### config.mk
export PLATFORM = sky130hd
export DESIGN_NAME = uart_rx_ovs
export DESIGN_NICKNAME = d
export VERILOG_FILES = /design/src/rtl/uart_rx_ovs.sv
export SDC_FILE = /design/constraint.sdc
export NUM_CORES = 1
export LEC_CHECK = 0
export CORE_ASPECT_RATIO = 1.2
export CORE_UTILIZATION = 40
export CTS_CLUSTER_SIZE = 8
export DETAILED_ROUTE_END_ITERATION = 12
export PLACE_DENSITY = 0.7
export SETUP_SLACK_MARGIN = 0.2
export SYNTH_ARGS = -nofsm -noshare
export SYNTH_HDL_FRONTEND = slang
export SYNTH_SLANG_ARGS = --single-unit
### constraint.sdc
create_clock -name clk -period 3.4 [get_ports clk]
set_input_delay 0.68 -clock clk [delete_from_list [all_inputs] [get_ports clk]]
set_output_delay 0.68 -clock clk [all_outputs]
set_load 0.005 [all_outputs]
### src/rtl/uart_rx_ovs.sv
// Purpose: 16x-oversampled UART receiver with 5-8 data bits, even/odd/mark parity, 1-2 stop bits, break detection.
// Latency: rx_valid rises one clk after tick 9 of the final stop bit (plus 2 clk of line synchroniser).
// Backpressure: one-deep holding register; a frame completing while held and not accepted is dropped with an overrun pulse.
module uart_rx_ovs #(
  parameter int CLK_FREQ  = 50_000_000,
  parameter int BAUD_RATE = 115200,
  parameter int OVS       = 16,
  parameter int DATA_W    = 8
) (
  input  logic              clk,
  input  logic              reset,
  input  logic              rx_serial,
  input  logic [15:0]       baud_divisor,
  input  logic [1:0]        data_len,
  input  logic [1:0]        parity_sel,
  input  logic              stop_sel,
  input  logic              rx_ready,
  output logic [DATA_W-1:0] rx_data,
  output logic              rx_valid,
  output logic              parity_err,
  output logic              frame_err,
  output logic              break_det,
  output logic              overrun_err,
  output logic              rx_busy
);

  // The datapath below is hard-wired for 16 ticks per bit and an 8-bit data register.
  if (OVS != 16 || DATA_W != 8 || CLK_FREQ < BAUD_RATE * OVS) begin : g_cfg_chk
    $error("uart_rx_ovs: unsupported parameter set");
  end

  localparam logic [2:0] S_IDLE      = 3'd0;
  localparam logic [2:0] S_START     = 3'd1;
  localparam logic [2:0] S_DATA      = 3'd2;
  localparam logic [2:0] S_PARITY    = 3'd3;
  localparam logic [2:0] S_STOP1     = 3'd4;
  localparam logic [2:0] S_STOP2     = 3'd5;
  localparam logic [2:0] S_WAIT_HIGH = 3'd6;

  localparam logic [3:0] T_S7  = 4'(OVS / 2 - 1);
  localparam logic [3:0] T_S8  = 4'(OVS / 2);
  localparam logic [3:0] T_S9  = 4'(OVS / 2 + 1);
  localparam logic [3:0] T_END = 4'(OVS - 1);

  logic        rx_s1, rx_s2, rx_prev;
  logic [15:0] div_cnt, div_eff;
  logic        tick;
  logic [2:0]  state;
  logic [3:0]  tick_cnt;
  logic [2:0]  bit_cnt;
  logic        s7, s8, maj;
  logic        mid_tick, end_tick;
  logic [1:0]  len_l, par_l;
  logic        stop_l;
  logic [7:0]  shift_dat;
  logic        par_acc, par_bad, stop_bad, all_zero;
  logic        exp_par;
  logic        done;
  logic [7:0]  pend_dat;
  logic        pend_pe, pend_fe, pend_bd;

  // Two-flop synchroniser plus one delayed copy for falling-edge detection; idle line is high.
  always_ff @(posedge clk or negedge reset) begin
    if (!reset) begin
      rx_s1   <= 1'b1;
      rx_s2   <= 1'b1;
      rx_prev <= 1'b1;
    end else begin
      rx_s1   <= rx_serial;
      rx_s2   <= rx_s1;
      rx_prev <= rx_s2;
    end
  end

  // Free-running oversample tick generator; a zero divisor behaves as divide-by-one.
  assign div_eff = (baud_divisor == 16'd0) ? 16'd1 : baud_divisor;
  assign tick    = (div_cnt >= div_eff - 16'd1);

  always_ff @(posedge clk or negedge reset) begin
    if (!reset) div_cnt <= 16'd0;
    else        div_cnt <= tick ? 16'd0 : div_cnt + 16'd1;
  end

  // Majority of the tick-7 and tick-8 samples with the live tick-9 sample.
  assign maj      = (s7 & s8) | (s7 & rx_s2) | (s8 & rx_s2);
  assign mid_tick = tick && (tick_cnt == T_S9);
  assign end_tick = tick && (tick_cnt == T_END);

  always_comb begin
    exp_par = 1'b0;
    case (par_l)
      2'b01:   exp_par = par_acc;
      2'b10:   exp_par = ~par_acc;
      2'b11:   exp_par = 1'b1;
      default: exp_par = 1'b0;
    endcase
  end

  // Receive FSM: bit timing, sampling, data assembly and frame qualification.
  always_ff @(posedge clk or negedge reset) begin
    if (!reset) begin
      state     <= S_IDLE;
      tick_cnt  <= 4'd0;
      bit_cnt   <= 3'd0;
      s7        <= 1'b0;
      s8        <= 1'b0;
      len_l     <= 2'd0;
      par_l     <= 2'd0;
      stop_l    <= 1'b0;
      shift_dat <= 8'd0;
      par_acc   <= 1'b0;
      par_bad   <= 1'b0;
      stop_bad  <= 1'b0;
      all_zero  <= 1'b0;
      done      <= 1'b0;
      pend_dat  <= 8'd0;
      pend_pe   <= 1'b0;
      pend_fe   <= 1'b0;
      pend_bd   <= 1'b0;
    end else begin
      done <= 1'b0;
      if (tick && state != S_IDLE && state != S_WAIT_HIGH) begin
        tick_cnt <= tick_cnt + 4'd1;
        if (tick_cnt == T_S7) s7 <= rx_s2;
        if (tick_cnt == T_S8) s8 <= rx_s2;
      end
      case (state)
        S_IDLE: begin
          if (rx_prev && !rx_s2) begin
            state     <= S_START;
            tick_cnt  <= 4'd0;
            bit_cnt   <= 3'd0;
            len_l     <= data_len;
            par_l     <= parity_sel;
            stop_l    <= stop_sel;
            shift_dat <= 8'd0;
            par_acc   <= 1'b0;
            par_bad   <= 1'b0;
            stop_bad  <= 1'b0;
            all_zero  <= 1'b1;
          end
        end
        S_START: begin
          if (mid_tick && maj) state <= S_IDLE;
          else if (end_tick)   state <= S_DATA;
        end
        S_DATA: begin
          if (mid_tick) begin
            shift_dat[bit_cnt] <= maj;
            par_acc            <= par_acc ^ maj;
            if (maj) all_zero  <= 1'b0;
          end
          if (end_tick) begin
            if (bit_cnt == 3'd4 + {1'b0, len_l}) state <= (par_l != 2'b00) ? S_PARITY : S_STOP1;
            else                                 bit_cnt <= bit_cnt + 3'd1;
          end
        end
        S_PARITY: begin
          if (mid_tick) begin
            par_bad <= (maj != exp_par);
            if (maj) all_zero <= 1'b0;
          end
          if (end_tick) state <= S_STOP1;
        end
        S_STOP1: begin
          if (mid_tick) begin
            if (all_zero && !maj) begin
              // Line held low through the whole frame: report a break and wait for idle.
              done     <= 1'b1;
              pend_dat <= 8'd0;
              pend_pe  <= 1'b0;
              pend_fe  <= 1'b1;
              pend_bd  <= 1'b1;
              state    <= S_WAIT_HIGH;
            end else if (!stop_l) begin
              done     <= 1'b1;
              pend_dat <= shift_dat;
              pend_pe  <= par_bad;
              pend_fe  <= ~maj;
              pend_bd  <= 1'b0;
              state    <= S_IDLE;
            end else begin
              stop_bad <= ~maj;
            end
          end else if (end_tick && stop_l) begin
            state <= S_STOP2;
          end
        end
        S_STOP2: begin
          if (mid_tick) begin
            done     <= 1'b1;
            pend_dat <= shift_dat;
            pend_pe  <= par_bad;
            pend_fe  <= stop_bad | ~maj;
            pend_bd  <= 1'b0;
            state    <= S_IDLE;
          end
        end
        S_WAIT_HIGH: begin
          if (rx_s2) state <= S_IDLE;
        end
        default: state <= S_IDLE;
      endcase
    end
  end

  assign rx_busy = (state != S_IDLE);

  // Holding register toward the consumer with overrun detection.
  always_ff @(posedge clk or negedge reset) begin
    if (!reset) begin
      rx_data     <= 8'd0;
      rx_valid    <= 1'b0;
      parity_err  <= 1'b0;
      frame_err   <= 1'b0;
      break_det   <= 1'b0;
      overrun_err <= 1'b0;
    end else begin
      overrun_err <= 1'b0;
      if (done) begin
        if (!rx_valid || rx_ready) begin
          rx_data    <= pend_dat;
          rx_valid   <= 1'b1;
          parity_err <= pend_pe;
          frame_err  <= pend_fe;
          break_det  <= pend_bd;
        end else begin
          overrun_err <= 1'b1;
        end
      end else if (rx_valid && rx_ready) begin
        rx_valid   <= 1'b0;
        parity_err <= 1'b0;
        frame_err  <= 1'b0;
        break_det  <= 1'b0;
      end
    end
  end

endmodule

### Cell placement, run 1

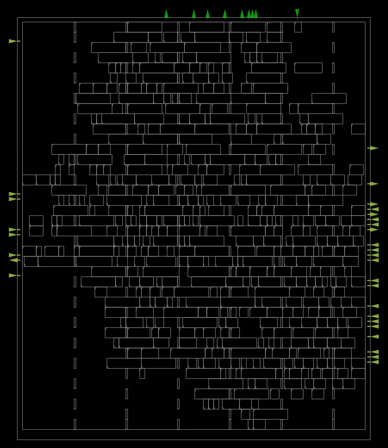
flop share of the area: 32.2%
non-filler cells, final: 637

### Signal metal coverage by tile, run 1

Scale: 2 px per µm. The die is cut into 19 by 23 equal tiles; dark purple is low, yellow is high, scaled to the fullest tile. Values are wire area over tile area, all layers added.
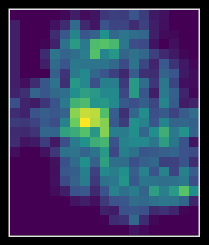
The fullest tile reaches 0.63. The emptiest ninth of the die: lower left. The densest ninth of the die: center. The mean over all tiles is 0.15. 9.2% of the tiles are over half the peak. 23% of the tiles are nearly empty.

### Routed metal, one color a layer, run 1

Scale: 3 px per µm. Two of the layers only.
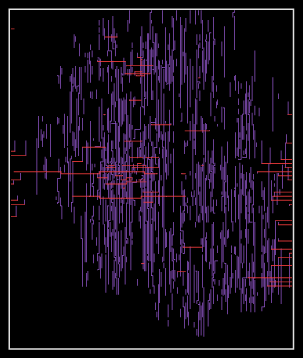
Key: purple = M2 [wire length 4980 µm]; red = M3 [wire length 373 µm]

==> metrics.csv, run 1 <==
metric,value,unit
CP max-delay cell,or4_4,
synthesis area per yosys,4090,µm²
Adder Area Share,6.74,%
status,finished with violations,
hold wc startpoint,rx_s1,
num ports,39,
FP Rows,40,
vias in the first global route,3449,
Max-slew headroom,45.2,%
yosys simple share,20.9,%
Post-Syn Area,4090,µm²
layout cells sized above 1,27.6,%
"count leader, synth",dfrtp_1,
core area,9960,µm²
detailed-route wire length per cell,15.3,µm
total die size,10600,µm²
Psw,876,µW
port buffer count,38,
cells after synthesis,424,
GR Util met3,3.63,%
clock network power share,34.1,%
Final ANT Viol Nets,0,
Worst Path Arrival,4.55,ns
Max stage delay on crit path,0.53,ns
RSZ-0062 raised after global routing,true,
root buf cell,clkbuf_16,
"Slew Viols, Final",0,
vias per std cell,5.42,
Int Power,1.87,mW
Distinct lib cells used,47,
Critical Path Stages,18,
Post-synth EDFFs,0,
internal reg-to-reg setup slack,0.72,ns
Worst R2R Path Depth,9,
Logic pwr share,24.4,%
Fin. Hold Viols,0,
most numerous logic cells after layout,"dfrtp_1 (70), nand2_1 (43), buf_4 (36)",
Sequential Power Share,41.5,%
clk buf depth,2,
crit path launch,baud_divisor[8],
largest net degree at the start of global routing,38,
ys flop type,dfrtp_1,
Largest cells by area,"dfrtp_1 (43%), ha_1 (6.7%), mux2_2 (4.1%), xnor2_1 (4.1%), nand2_1 (3.9%)",
final setup fails,52,
failing checks,setup timing,
final worst setup slack,-0.934,ns
antenna violations before repair,0,
Min Hold Slack,0.362,ns
## run 1: repair_timing
action / in CTS / in global routing
buffers inserted: 12 / 3
cloned: 0 / 1
pin swaps: 24 / 19
resized: 58 / 28
setup endpoints to repair: 52 / 52
## run 1: layout make-up
type                    instances  area, µm²  area share [%]
flip-flops and latches         73       1830            32.2
multi-input cells             313       2460            43.3
clock inverters                 5       56.3           0.990
repair buffers                 92        873            15.4
well taps                     126        158            2.77
clock buffers                  10        239            4.20
inverters                      18       67.6            1.19
## run 1: how the worst min path moves through the flow
stage                        to  slack, ns  cells after the start
after global routing      rx_s2       0.36                      0
after CTS                 rx_s2       0.36                      0
after global placement    rx_s2       0.35                      0
final                     rx_s2       0.36                      0
after detailed placement  rx_s2       0.35                      0
after floorplan           rx_s2       0.35                      0
### Logic cells by family, run 1

Scale: 3 px per µm.
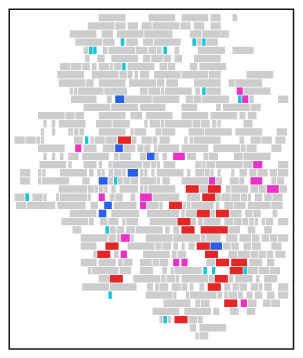

--- run 2 (diff from run 1) ---
CORE_UTILIZATION = 58   (was 40)
CTS_CLUSTER_DIAMETER = 30   (was unset)
PLACE_DENSITY = 0.92   (was 0.7)
### Logic cells by family, run 2

Scale: 4 px per µm.
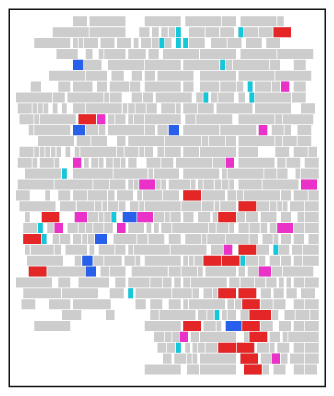
Key: cyan = inv cells [cells 18, where widely spread]; red = fa/ha/maj cells [cells 22]; blue = non-inverting ao/oa cells [cells 8]; magenta = and/or cells [cells 16]

==> run 2 against run 1 <==
  * The flow still finishes with violations (setup timing)
  * Non-clock buffer count is 2 higher
  * Final cell count is 5.5% lower
  * Setup slack worse by 0.33 ns
  * Critical path depth is 2 higher
  * Combinational power is 6.7% higher
  * Core utilization is 23 points higher
  * Count of clock-buffer cells in the layout is 1 lower
  * Via count is 12% higher
  * Sequential share of layout area is 1.4 points higher
  * Clock power is 31% lower
  * Sequential cell count stayed put
  * Clock skew is 0.0058 ns higher
  * Critical path type unchanged
  * Critical endpoint unchanged
  * Largest cell class unchanged
  * Largest power group unchanged
==> metrics.csv, run 2 <==
metric,value,unit
root buf cell,clkbuf_8,
core area,6810,µm²
Critical Path Stages,20,
Worst R2R Path Depth,12,
final setup fails,52,
Post-Syn Area,4090,µm²
port buffer count,38,
Adder Area Share,6.74,%
final worst setup slack,-1.27,ns
num ports,39,
GR Util met3,7.28,%
Max-slew headroom,45.4,%
Final ANT Viol Nets,0,
Distinct lib cells used,47,
CTS resizes,62,
Worst Path Arrival,4.92,ns
Fin. Hold Viols,0,
"count leader, synth",dfrtp_1,
failing checks,setup timing,
status,finished with violations,
"non-filler cells, final",602,
Largest cells by area,"dfrtp_1 (43%), ha_1 (6.7%), mux2_2 (4.1%), xnor2_1 (4.1%), nand2_1 (3.9%)",
clk buf depth,2,
ys flop type,dfrtp_1,
==> run 2: cell counts after synthesis <==
Identical to the previous run, type by type.
==> run 2: report_power, final <==
group          switching [mW]  internal, mW  total [mW]
logic                   0.396         0.319       0.714
clock network           0.372         0.277       0.649
registers               0.180         0.966        1.15
total                   0.948          1.56        2.51
==> run 2: area by class of cell <==
type	count	area (µm²)	area share [%]
flip-flops and latches	73	1830	33.6
repair buffers	94	836	15.3
inverters	18	67.6	1.24
multi-input cells	314	2420	44.4
well taps	87	109	2.00
clock inverters	7	60.1	1.10
clock buffers	9	124	2.27
### Routed metal, one color a layer, run 2

Scale: 4 px per µm. Two of the layers only.
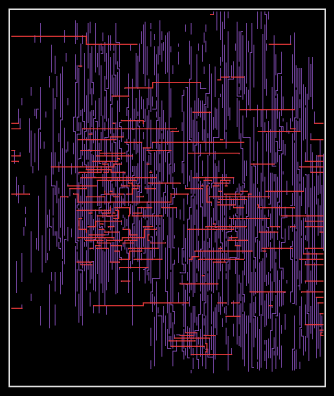

--- run 3 (diff from run 2) ---
CORE_UTILIZATION = 30   (was 58)
PLACE_DENSITY = 0.58   (was 0.92)
TNS_END_PERCENT = 5   (was unset)
### Routed metal, one color a layer, run 3

Scale: 3 px per µm. Two of the layers only.
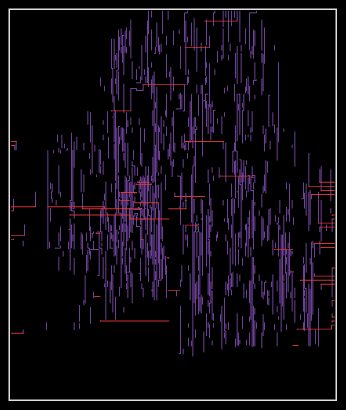
Key: red = M3 [wire length 325 µm]; purple = M2 [wire length 4420 µm]

==> run 3 against run 2 <==
  * Via count is 14% lower
  * Sequential cell count stayed put
  * Critical endpoint unchanged
  * Global-route usage is 18 points lower
  * Synthesized cell count stayed put
  * Sequential power hardly changed
  * Die area is 91% higher
  * The run still ends with setup timing left
  * Register-to-register slack better by 0.19 ns
  * Highest routed layer unchanged
  * Setup slack better by 0.44 ns
  * Largest cell class unchanged
  * Wire length is 25% lower
  * Core utilization is 39 points lower
  * Synthesized area stayed put
==> metrics.csv, run 3 <==
metric,value,unit
clk buf depth,2,
nonclk buf count,87,
status,finished with violations,
Post-Syn Area,4090,µm²
root buf cell,clkbuf_16,
"count leader, synth",dfrtp_1,
Seq group,1.12,mW
final worst setup slack,-0.826,ns
multi-input gates,313,
largest net degree at the start of global routing,74,
vias in the first global route,3381,
final setup fails,52,
vias per std cell,4.91,
failing checks,setup timing,
yosys simple share,20.9,%
hold depth,0,
"non-filler cells, final",675,
Comb. pwr,611,µW
detailed-route wire length per cell,13.6,µm
GR Util met3,3.55,%
layout cells sized above 1,23.7,%
Final ANT Viol Nets,0,
Worst Path Arrival,4.45,ns
## run 3: worst max-delay path, cell delays in order
cell and delay, ns:
buf_6 0.09, or4_4 0.52, or3_4 0.36, nor4_4 0.26, a21oi_2 0.11, ha_2 0.19, nand2b_1 0.10, buf_4 0.11
buf_4 0.09, nor3_1 0.04, xnor2_1 0.12, ha_1 0.30, nand4_1 0.10, a21oi_1 0.17, a32oi_2 0.15, o211ai_4 0.18
a211oi_2 0.12, or3_4 0.41, mux2_4 0.31
## run 3: what timing repair did
item,CTS,global route
gates resized,30,21
pin swaps,18,18
endpoints found under the hold margin,0,0
buffers inserted,8,3
endpoints found under the setup margin,52,52
cloned,0,0
Power is estimated from default activity; no workload was simulated.
